Figure 1. Placement view.
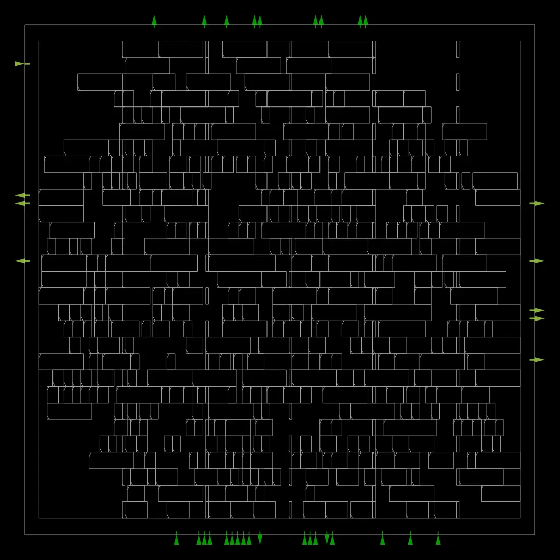
Figure 2. Signal wires by layer.
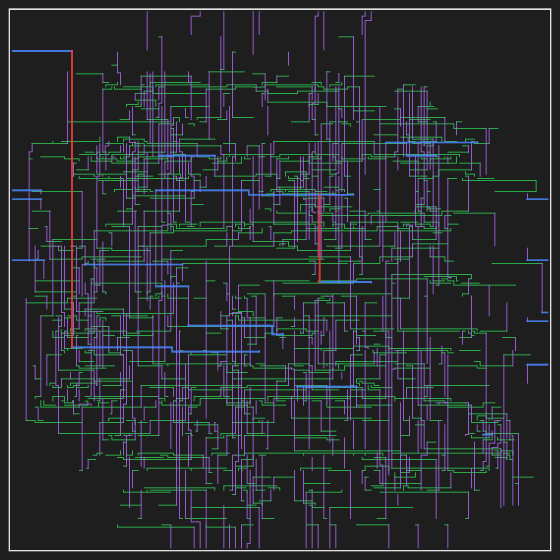
Figure 3. Metal 1.
Supply wires on this layer in gray.
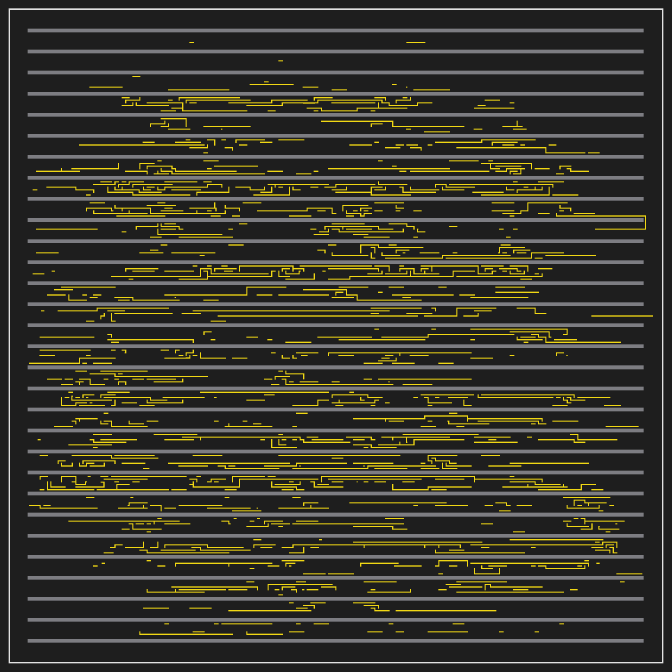
--- src/rtl/score_bcd_converter.sv ---
`default_nettype none
// ============================================================================
// score_bcd_converter : iterative double-dabble, 14-bit score -> 4 BCD digits
// Revision: 1.0
// ============================================================================
module score_bcd_converter #(
  parameter int BIN_W   = 14,
  parameter int MAX_VAL = 9999
) (
  input  logic             clk,
  input  logic             reset,
  input  logic             start,
  input  logic [BIN_W-1:0] bin_in,
  output logic [3:0]       display_ones,
  output logic [3:0]       display_tens,
  output logic [3:0]       display_hundreds,
  output logic [3:0]       display_thousands,
  output logic             saturated,
  output logic             busy,
  output logic             done
);

  localparam int               WORK_W   = 16 + BIN_W;
  localparam int               CNT_W    = $clog2(BIN_W + 1);
  localparam logic [BIN_W-1:0] MAX_BIN  = BIN_W'(MAX_VAL);
  localparam logic [CNT_W-1:0] LAST_CNT = CNT_W'(BIN_W - 1);

  localparam logic [1:0] IDLE  = 2'd0;
  localparam logic [1:0] SHIFT = 2'd1;
  localparam logic [1:0] DONE  = 2'd2;

  logic [1:0]        state;
  logic [1:0]        state_next;
  logic [CNT_W-1:0]  count;
  logic [WORK_W-1:0] work;
  logic [WORK_W-1:0] work_adj;
  logic [WORK_W-1:0] work_shifted;
  logic [15:0]       bcd_adj;
  logic [BIN_W-1:0]  clamped;
  logic              over_max;
  logic              sat_pending;
  logic              last_shift;

  assign over_max   = (bin_in > MAX_BIN);
  assign clamped    = over_max ? MAX_BIN : bin_in;
  assign last_shift = (count == LAST_CNT);

  // All four nibbles are corrected in parallel from their pre-shift values
  for (genvar i = 0; i < 4; i++) begin : g_adj
    logic [3:0] nib;
    assign nib               = work[BIN_W + 4*i +: 4];
    assign bcd_adj[4*i +: 4] = (nib >= 4'd5) ? nib + 4'd3 : nib;
  end

  assign work_adj     = {bcd_adj, work[BIN_W-1:0]};
  assign work_shifted = work_adj << 1;

  always_ff @(posedge clk) begin
    if (reset) begin
      state <= IDLE;
    end else begin
      state <= state_next;
    end
  end

  always_comb begin
    state_next = state;
    case (state)
      IDLE:    if (start) state_next = SHIFT;
      SHIFT:   if (last_shift) state_next = DONE;
      DONE:    state_next = IDLE;
      default: state_next = IDLE;
    endcase
  end

  always_comb begin
    busy = (state == SHIFT);
    done = (state == DONE);
  end

  always_ff @(posedge clk) begin
    if (reset) begin
      count             <= '0;
      work              <= '0;
      sat_pending       <= 1'b0;
      display_ones      <= 4'd0;
      display_tens      <= 4'd0;
      display_hundreds  <= 4'd0;
      display_thousands <= 4'd0;
      saturated         <= 1'b0;
    end else begin
      case (state)
        IDLE: begin
          if (start) begin
            work        <= {16'b0, clamped};
            sat_pending <= over_max;
            count       <= '0;
          end
        end
        SHIFT: begin
          work  <= work_shifted;
          count <= count + 1'b1;
          // Digits publish together so the renderer never sees a partial value
          if (last_shift) begin
            display_ones      <= work_shifted[BIN_W      +: 4];
            display_tens      <= work_shifted[BIN_W + 4  +: 4];
            display_hundreds  <= work_shifted[BIN_W + 8  +: 4];
            display_thousands <= work_shifted[BIN_W + 12 +: 4];
            saturated         <= sat_pending;
          end
        end
        default: ;
      endcase
    end
  end

endmodule
`default_nettype wire

--- config.mk ---
export PLATFORM = sky130hd
export DESIGN_NAME = score_bcd_converter
export DESIGN_NICKNAME = d
export VERILOG_FILES = /design/src/rtl/score_bcd_converter.sv
export SDC_FILE = /design/constraint.sdc
export NUM_CORES = 1
export LEC_CHECK = 0
export ABC_AREA = 1
export CAP_MARGIN = 30
export CORE_MARGIN = 2
export CORE_UTILIZATION = 40
export DETAILED_ROUTE_END_ITERATION = 8
export MAX_ROUTING_LAYER = met4
export SETUP_SLACK_MARGIN = 0.02
export SYNTH_ARGS = -nofsm -noshare
export SYNTH_HDL_FRONTEND = slang
export SYNTH_SLANG_ARGS = --single-unit
--- constraint.sdc ---
create_clock -name clk -period 1.4 [get_ports clk]
set_input_delay 0.42 -clock clk [delete_from_list [all_inputs] [get_ports clk]]
set_output_delay 0.42 -clock clk [all_outputs]
set_load 0.1 [all_outputs]
==> results.cfg <==
; implementation run metrics
[pwr]
leakage_nw = 1.57

[global_routing]
grt.total_usage_pct = 18.6
antenna_found_initial = 0
grt_pass1_wl_um = 10400
grt_max_degree = 26

[drt]
ant_nets = 0
drc_errors = 0
vias_per_cell = 5.00
drt_iter0_markers = 97
vias = 2467

[floorplanning]
die_h_um = 84.3
initCoreUtil_pct = 41.0
io_pins = 36
chip_area_um2 = 7100

[yosys]
syn_inst = 355
syn_area_per_cell_um2 = 7.26
ys_seq_share_pct = 42.0
netlist_area_um2 = 2580
async_flop_share_pct = 0
numSynthFlops = 54

[clock_network]
clk_pin_slew_ns = 0.10
h-tree-depth = 2
cts_buffer_depth = 2
cts-hold-fix-buffers = 0
clk_latency_ns = 0.31

[placement]
place_ws_ns = -0.340
gp_congestion = 0.842

[timing]
grt_setup_unrepaired = true
max_slew_margin_pct = 81.0
hold_viol = 0
setup_ws_ns = -0.127
finalSetupViolations = 2
period_needed_ns = 1.53

[worst_setup_path]
cp-start-kind = flip-flop
cp_data_required_time_ns = 0.98
r2r-end = display_ones[3]$_SDFFE_PP0P_
crit_arrival_ns = 1.11
reg2reg_depth = 6

[layout]
n_antenna_cell = 0
lay_top_count = nand2_1
final_cell_mix = nand2_1, nand3_1, dfxtp_1

[status]
violations = negative setup slack
status = finished with violations

[hold_path]
hold-path-endpoint = work[23]$_SDFFE_PP0P_
Back to the opening pictures, Figure 1:
Core Util, Final: 57.9%
Seq area share: 30.1%
Fill cells: 603
flip-flops: 54

Back to the opening pictures, Figure 2:
| layer | color | wire length |
|---|---|---|
| met2 | purple | 3180 µm |
| met3 | blue | 180 µm |
| met1 | green | 2820 µm |
| met4 | red | 59.8 µm |

Back to the opening pictures, Figure 3:
longest straight run: 25.8 µm
wire length on this layer: 2820 µm
nets with wire on the layer: 393
share of all routed wire: 45%
main direction: horizontal

-- how the worst max path moves through the flow --
stage                           endpoint  slack (ns)  cells after the start
finish                              done       -0.13                      4
CTS                                 done       -0.15                      4
global route                        done       -0.17                      4
floorplan                           busy       -0.02                      3
detailed placement  work[7]$_SDFFE_PP0P_       -0.34                      8
global placement    work[6]$_SDFFE_PP0P_       -0.28                      8
-- sequential cells by signal, summed over array words and instances (netlist names) --
| register | cells |
|---|---|
| count | 4 |
| display_thousands | 4 |
| saturated | 1 |
| display_ones | 4 |
| display_hundreds | 4 |
| sat_pending | 1 |
| work | 30 |
| display_tens | 4 |
| state | 2 |
-- kinds of logic (layout without fill, tap and decap cells) --
group           count (synthesis)  count (layout)  share of synthesized area, %
compound gates                 64              64                          14.1
fa+ha+maj                      10              10                          4.86
buf+inv                        49             110                          8.69
flops                          54              54                          42.0
simple gates                  178             178                          30.4
-- power groups by stage --
stage               registers (mW)  logic (mW)  clock network [mW]
floorplan                     1.63       0.189                   0
global placement              1.64       0.348                   0
detailed placement            1.64       0.350                   0
CTS                           1.60       0.358                1.28
global route                  1.61       0.407                1.34
finish                        1.60       0.369                1.24
-- synthesized netlist by cell type, types with 2 or more instances --
cell / n / share of area [%]
a21oi_1: 33 / 6.4
nor2_1: 13 / 1.9
nand3_1: 54 / 10
o21ai_0: 14 / 2.7
a22oi_1: 4 / 1.2
nand4_1: 8 / 1.9
inv_1: 33 / 4.8
nand2_1: 93 / 14
ha_1: 10 / 4.9
inv_2: 2 / 0.29
o21bai_1: 10 / 2.9
buf_6: 2 / 0.87
dfxtp_1: 54 / 42
buf_2: 5 / 0.97
nor3_1: 6 / 1.2
buf_4: 5 / 1.5
clkbuf_1: 2 / 0.29
-- final cells by class --
class | count | area, µm² | share of cell area [%]
Tap cell | 77 | 96.3 | 2.65
Timing Repair Buffer | 67 | 821 | 22.6
Sequential cell | 54 | 1090 | 30.1
Clock inverter | 3 | 68.8 | 1.89
Multi-Input combinational cell | 252 | 1350 | 37.1
Inverter | 35 | 139 | 3.82
Clock buffer | 5 | 68.8 | 1.89
-- timing repair --
| action | 4_1_cts | 5_1_grt |
|---|---|---|
| endpoints found under the hold margin | 0 | 0 |
| pin swaps | 1 | 2 |
| gates resized | 6 | 29 |
| setup buffers | 2 | 0 |
| setup endpoints to repair | 6 | 41 |
-- routing by layer --
| metal | track usage, % | part of all wire (%) |
|---|---|---|
| met4 | 5.13 | 0.95 |
| met5 | - | 0 |
| met3 | 4.13 | 2.9 |
| met1 | 22.4 | 45 |
| met2 | 31.2 | 51 |
-- worst max-delay path, stage by stage, from the launching register on --
cell	delay, ns
dfxtp_2	0.36
inv_2	0.05
buf_6	0.11
nor2_4	0.09
buf_12	0.18
-- metrics by stage --
step / instances / total power, mW / TNS (ns) / hold WS, ns
detailed placement: 483 / 1.99 / -10.21 / 0.457
finish: 493 / 3.21 / -0.189 / 0.468
global placement: 483 / 1.98 / -9.52 / 0.452
global route: 493 / 3.36 / -0.270 / 0.494
floorplan: 355 / 1.82 / -0.0174 / 0.438
CTS: 493 / 3.24 / -0.219 / 0.471
Power and IR drop assume default switching activity.
